File: src/rtl/load_store_unit.sv
// Load/store unit: accepts one memory op from EX, drives a single-beat request/grant bus and
// returns sign/zero-extended load data for one cycle.
//
// Ports:
//   clk_i, rst_ni            clock, asynchronous active-low reset
//   ex_valid_i               EX result valid this cycle
//   mem_read_i, mem_write_i  op controls (both high -> store)
//   funct3_i                 size/sign: 000 B, 001 H, 010 W, 100 BU, 101 HU
//   addr_i                   byte address
//   store_data_i             rs2 value
//   rd_i                     load destination register
//   bus_req_o/we_o/addr_o/be_o/wdata_o   request side, held stable until bus_gnt_i
//   bus_gnt_i, bus_rdata_i, bus_rvalid_i response side
//   stall_o                  hold upstream while the op is in flight
//   wb_valid_o/rd_o/data_o   one-cycle load writeback
//   misaligned_o             one-cycle fault pulse, no bus activity
module load_store_unit (
  input  logic        clk_i,
  input  logic        rst_ni,
  input  logic        ex_valid_i,
  input  logic        mem_read_i,
  input  logic        mem_write_i,
  input  logic [2:0]  funct3_i,
  input  logic [31:0] addr_i,
  input  logic [31:0] store_data_i,
  input  logic [4:0]  rd_i,
  output logic        bus_req_o,
  output logic        bus_we_o,
  output logic [31:0] bus_addr_o,
  output logic [3:0]  bus_be_o,
  output logic [31:0] bus_wdata_o,
  input  logic        bus_gnt_i,
  input  logic [31:0] bus_rdata_i,
  input  logic        bus_rvalid_i,
  output logic        stall_o,
  output logic        wb_valid_o,
  output logic [4:0]  wb_rd_o,
  output logic [31:0] wb_data_o,
  output logic        misaligned_o
);

  typedef enum logic [1:0] {StIdle, StReq, StWait, StDone} state_e;

  state_e      state_q;
  logic [31:0] addr_q;
  logic [2:0]  funct3_q;
  logic [31:0] sdata_q;
  logic [4:0]  rd_q;
  logic        we_q;
  logic [31:0] wb_data_q;
  logic        misaligned_q;

  logic        accept;
  logic        fault;
  logic        start;
  logic [3:0]  be;
  logic [31:0] wdata;
  logic [31:0] rshift;
  logic [31:0] load_ext;

  assign accept = (state_q == StIdle) && ex_valid_i && (mem_read_i || mem_write_i);

  // Illegal encodings, misaligned halfword/word, and unsigned stores all fault.
  always_comb begin
    fault = 1'b1;
    case (funct3_i)
      3'b000:  fault = 1'b0;
      3'b001:  fault = addr_i[0];
      3'b010:  fault = |addr_i[1:0];
      3'b100:  fault = mem_write_i;
      3'b101:  fault = mem_write_i | addr_i[0];
      default: fault = 1'b1;
    endcase
  end

  assign start = accept && !fault;

  // Lane steering from the latched op; legal accesses never cross the word.
  always_comb begin
    be    = 4'b1111;
    wdata = sdata_q;
    case (funct3_q[1:0])
      2'b00: begin
        be    = 4'b0001 << addr_q[1:0];
        wdata = {4{sdata_q[7:0]}};
      end
      2'b01: begin
        be    = 4'b0011 << addr_q[1:0];
        wdata = {2{sdata_q[15:0]}};
      end
      default: begin
        be    = 4'b1111;
        wdata = sdata_q;
      end
    endcase
  end

  always_comb begin
    rshift   = bus_rdata_i >> {addr_q[1:0], 3'b000};
    load_ext = rshift;
    case (funct3_q)
      3'b000:  load_ext = {{24{rshift[7]}}, rshift[7:0]};
      3'b001:  load_ext = {{16{rshift[15]}}, rshift[15:0]};
      3'b100:  load_ext = {24'h0, rshift[7:0]};
      3'b101:  load_ext = {16'h0, rshift[15:0]};
      default: load_ext = rshift;
    endcase
  end

  always_ff @(posedge clk_i or negedge rst_ni) begin
    if (!rst_ni) begin
      state_q      <= StIdle;
      addr_q       <= 32'h0;
      funct3_q     <= 3'b000;
      sdata_q      <= 32'h0;
      rd_q         <= 5'd0;
      we_q         <= 1'b0;
      wb_data_q    <= 32'h0;
      misaligned_q <= 1'b0;
    end else begin
      misaligned_q <= 1'b0;
      unique case (state_q)
        StIdle: begin
          if (accept) begin
            if (fault) begin
              misaligned_q <= 1'b1;
            end else begin
              state_q  <= StReq;
              addr_q   <= addr_i;
              funct3_q <= funct3_i;
              sdata_q  <= store_data_i;
              rd_q     <= rd_i;
              we_q     <= mem_write_i;
            end
          end
        end
        StReq: begin
          if (bus_gnt_i) state_q <= we_q ? StDone : StWait;
        end
        StWait: begin
          if (bus_rvalid_i) begin
            wb_data_q <= load_ext;
            state_q   <= StDone;
          end
        end
        StDone: state_q <= StIdle;
        default: state_q <= StIdle;
      endcase
    end
  end

  // Outputs decode registered state only, except stall which must rise in the accept cycle.
  // Gating with rst_ni keeps stall low while reset is held even if ex_valid is high.
  always_comb begin
    stall_o      = rst_ni && (start || (state_q == StReq) || (state_q == StWait));
    bus_req_o    = (state_q == StReq);
    bus_we_o     = (state_q == StReq) && we_q;
    bus_addr_o   = (state_q == StReq) ? {addr_q[31:2], 2'b00} : 32'h0;
    bus_be_o     = (state_q == StReq) ? be : 4'b0000;
    bus_wdata_o  = ((state_q == StReq) && we_q) ? wdata : 32'h0;
    wb_valid_o   = (state_q == StDone) && !we_q;
    wb_rd_o      = ((state_q == StDone) && !we_q) ? rd_q : 5'd0;
    wb_data_o    = ((state_q == StDone) && !we_q) ? wb_data_q : 32'h0;
    misaligned_o = misaligned_q;
  end

endmodule

File: config.mk
export PLATFORM = sky130hd
export DESIGN_NAME = load_store_unit
export DESIGN_NICKNAME = d
export VERILOG_FILES = /design/src/rtl/load_store_unit.sv
export SDC_FILE = /design/constraint.sdc
export NUM_CORES = 1
export LEC_CHECK = 0
export CELL_PAD_IN_SITES_DETAIL_PLACEMENT = 2
export CELL_PAD_IN_SITES_GLOBAL_PLACEMENT = 2
export CORE_AREA = 10 10 123 208
export CTS_BUF_LIST = sky130_fd_sc_hd__clkbuf_4 sky130_fd_sc_hd__clkbuf_8 sky130_fd_sc_hd__clkbuf_16
export CTS_CLUSTER_DIAMETER = 80
export DETAILED_ROUTE_END_ITERATION = 6
export DIE_AREA = 0 0 133 218
export PLACE_DENSITY_LB_ADDON = 0.1
export SLEW_MARGIN = 10
export SYNTH_ARGS = -nofsm -noshare
export SYNTH_HDL_FRONTEND = slang
export SYNTH_SLANG_ARGS = --single-unit
File: constraint.sdc
create_clock -name clk_i -period 2.9 [get_ports clk_i]
set_clock_uncertainty 0.05 [all_clocks]
set_input_delay 0.58 -clock clk_i [delete_from_list [all_inputs] [get_ports clk_i]]
set_output_delay 0.58 -clock clk_i [all_outputs]
set_load 0.02 [all_outputs]
==> run notes <==
flow finished, numbers: status=finished, final reports clean, Core ar.=22100 um2, min cycle time layout=2780 ps, Sw Share=40.6%, fin. max-slew vios=0, number of cells in Yosys stat=522, nets@finish=851, EDFF count, synth=0, CTS tree=built, Die X=133 um, Hold WS=198 ps, Setup WS post-layout=123 ps, area grow syn2layout=52.5%, leak pwr=4.35 nW, final WL=22400 um, Avg Cell Area, Syn=10.8 um2, largest net degree at the start of global routing=109, post-synth top area cell=dfrtp_1, Max VDD drop=0.471 mV, crit path DAT=2150 ps, net switching power=3.32 mW, via count=4802, Synth top cells by count=dfrtp_1, and2_1, nor2_1, Critical-path top delay cell=clkdlybuf4s50_1, Clock Power Share=16.3%, CTS Hold Bufs=0, number of global-route vias before repair=5797, Slew headroom=35.8%, Dominant flop cell=dfrtp_1, GP Congestion=0.779, FMAX=360 MHz, Crit Path Category=flop to output pin, Overflow after GRT=0, # DRC=0, Num CTS Buffers=9, Die ar.=29000 um2, top cells, area=dfrtp_1, mux2_1, mux2_2, and2_1, mux2i_1, post-DR wirelength/cell=21.6 um, Top-area cell share=47.9%, buffers added on ports=218, Worst-Margin Slew=955 ps, # setup viols final=0
logic make-up after synthesis:
| group | count (synthesis) | share of synthesized area (%) |
|---|---|---|
| AND-OR/OR-AND | 77 | 9.18 |
| flip-flops | 108 | 47.9 |
| adder cells (fa/ha/maj) | 5 | 1.11 |
| multiplexers | 117 | 22.9 |
| other | 1 | 0.0664 |
| buffers and inverters | 48 | 3.66 |
| AND/OR/NAND/NOR | 166 | 15.3 |
registers in the layout, summed over array words and instances (netlist names):
register,flops
addr_q,32
sdata_q,32
wb_data_q,32
rd_q,5
funct3_q,3
state_q,2
misaligned_o,1
we_q,1
area by class of cell:
cell class	instances	area [um2]
fillers	2378	13500
diodes	1	2.50
multi-input cells	367	2750
clock buffers	9	225
inverters	7	26.3
flip-flops and latches	108	2700
clock inverters	7	81.3
repair buffers	242	2450
well taps	296	370
cells in the final DEF (no fill, tap or decap), drive strengths merged, types with 2 or more instances in the layout:
cell type      instances
nor3                   3
and2b                  2
mux2                  85
nand2                 34
o21ai                  9
ha                     5
clkbuf                 9
dlymetal6s2s          35
dfrtp                108
a221o                 17
o2bb2ai                6
o22ai                  2
o21bai                 2
inv                   11
mux2i                 31
nor2                  45
and3                   8
conb                   2
and2                  68
a21oi                 35
nor4                   2
clkdlybuf4s50        150
buf                   27
dlygate4sd2           30
layer usage:
metal / up-vias / global-route usage (%) / part of all wire [%]
met5: - / 0 / 0.036
li1: 2227 / - / -
met3: 17 / 6.04 / 7.7
met2: 147 / 29.1 / 55
met4: 2 / 4.90 / 1.6
met1: 2409 / 15.1 / 36
per-stage QoR:
stage          total power, mW  cells  util (%)
2_1_floorplan             5.12    523         -
6_report                  8.17   1037      39.0
5_1_grt                   8.83   1036      39.0
4_1_cts                   8.39   1036      38.6
3_5_place_dp              7.09   1020      37.4
3_3_place_gp              6.91   1020      37.4
power groups by stage:
| stage | combinational (mW) | clock, mW | sequential, mW |
|---|---|---|---|
| 2_1_floorplan | 2.59 | 0 | 2.53 |
| 5_1_grt | 4.56 | 1.43 | 2.84 |
| 3_5_place_dp | 4.32 | 0 | 2.77 |
| 3_3_place_gp | 4.20 | 0 | 2.71 |
| 4_1_cts | 4.28 | 1.37 | 2.74 |
| 6_report | 4.12 | 1.33 | 2.72 |
path summary, 6_finish.rpt:
check / slack [ps] / endpoint / start / cells past startpoint
hold reg to reg: 430 / wb_data_q[0]$_DFFE_PN0P_ / wb_data_q[0]$_DFFE_PN0P_ / 2
min in group clk_i: 430 / wb_data_q[0]$_DFFE_PN0P_ / wb_data_q[0]$_DFFE_PN0P_ / 2
hold / removal: 200 / wb_data_q[15]$_DFFE_PN0P_ / rst_ni / 2
max in group asynchronous: 1990 / sdata_q[17]$_DFFE_PN0P_ / rst_ni / 2
setup / recovery: 120 / bus_addr_o[29] / state_q[1]$_DFFE_PN0P_ / 5
setup reg to reg: 660 / wb_data_q[23]$_DFFE_PN0P_ / addr_q[0]$_DFFE_PN0P_ / 5
timing repair:
action,in CTS,in global routing
gates resized,32,35
endpoints found under the setup margin,40,35
gates cloned,0,0
congestion_map.png
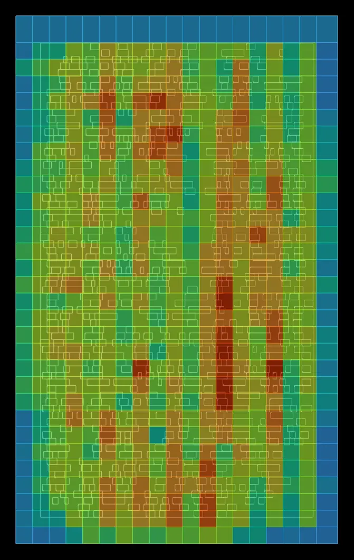
Core Util, Final: 39.0%
GR Layer Usage met3: 6.04%

gates.png
Bar = 50 um.
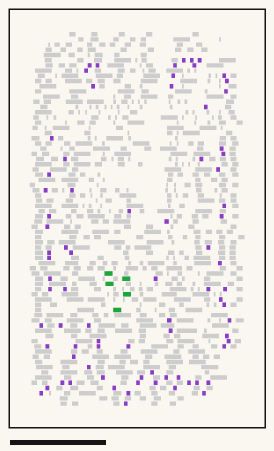
color	family	cells
purple	and/or cells	79
green	fa/ha/maj cells	5

ff_map.png
Bar = 50 um.
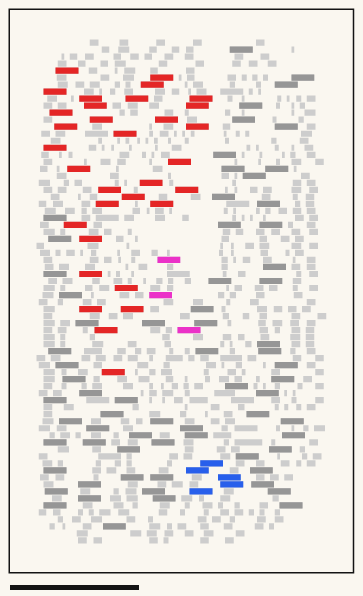
color	name in the netlist	sequential cells
magenta	`funct3_q`	3
blue	`rd_q`	5
red	`sdata_q`	32
not colored	68

Power is estimated from default activity; no workload was simulated.
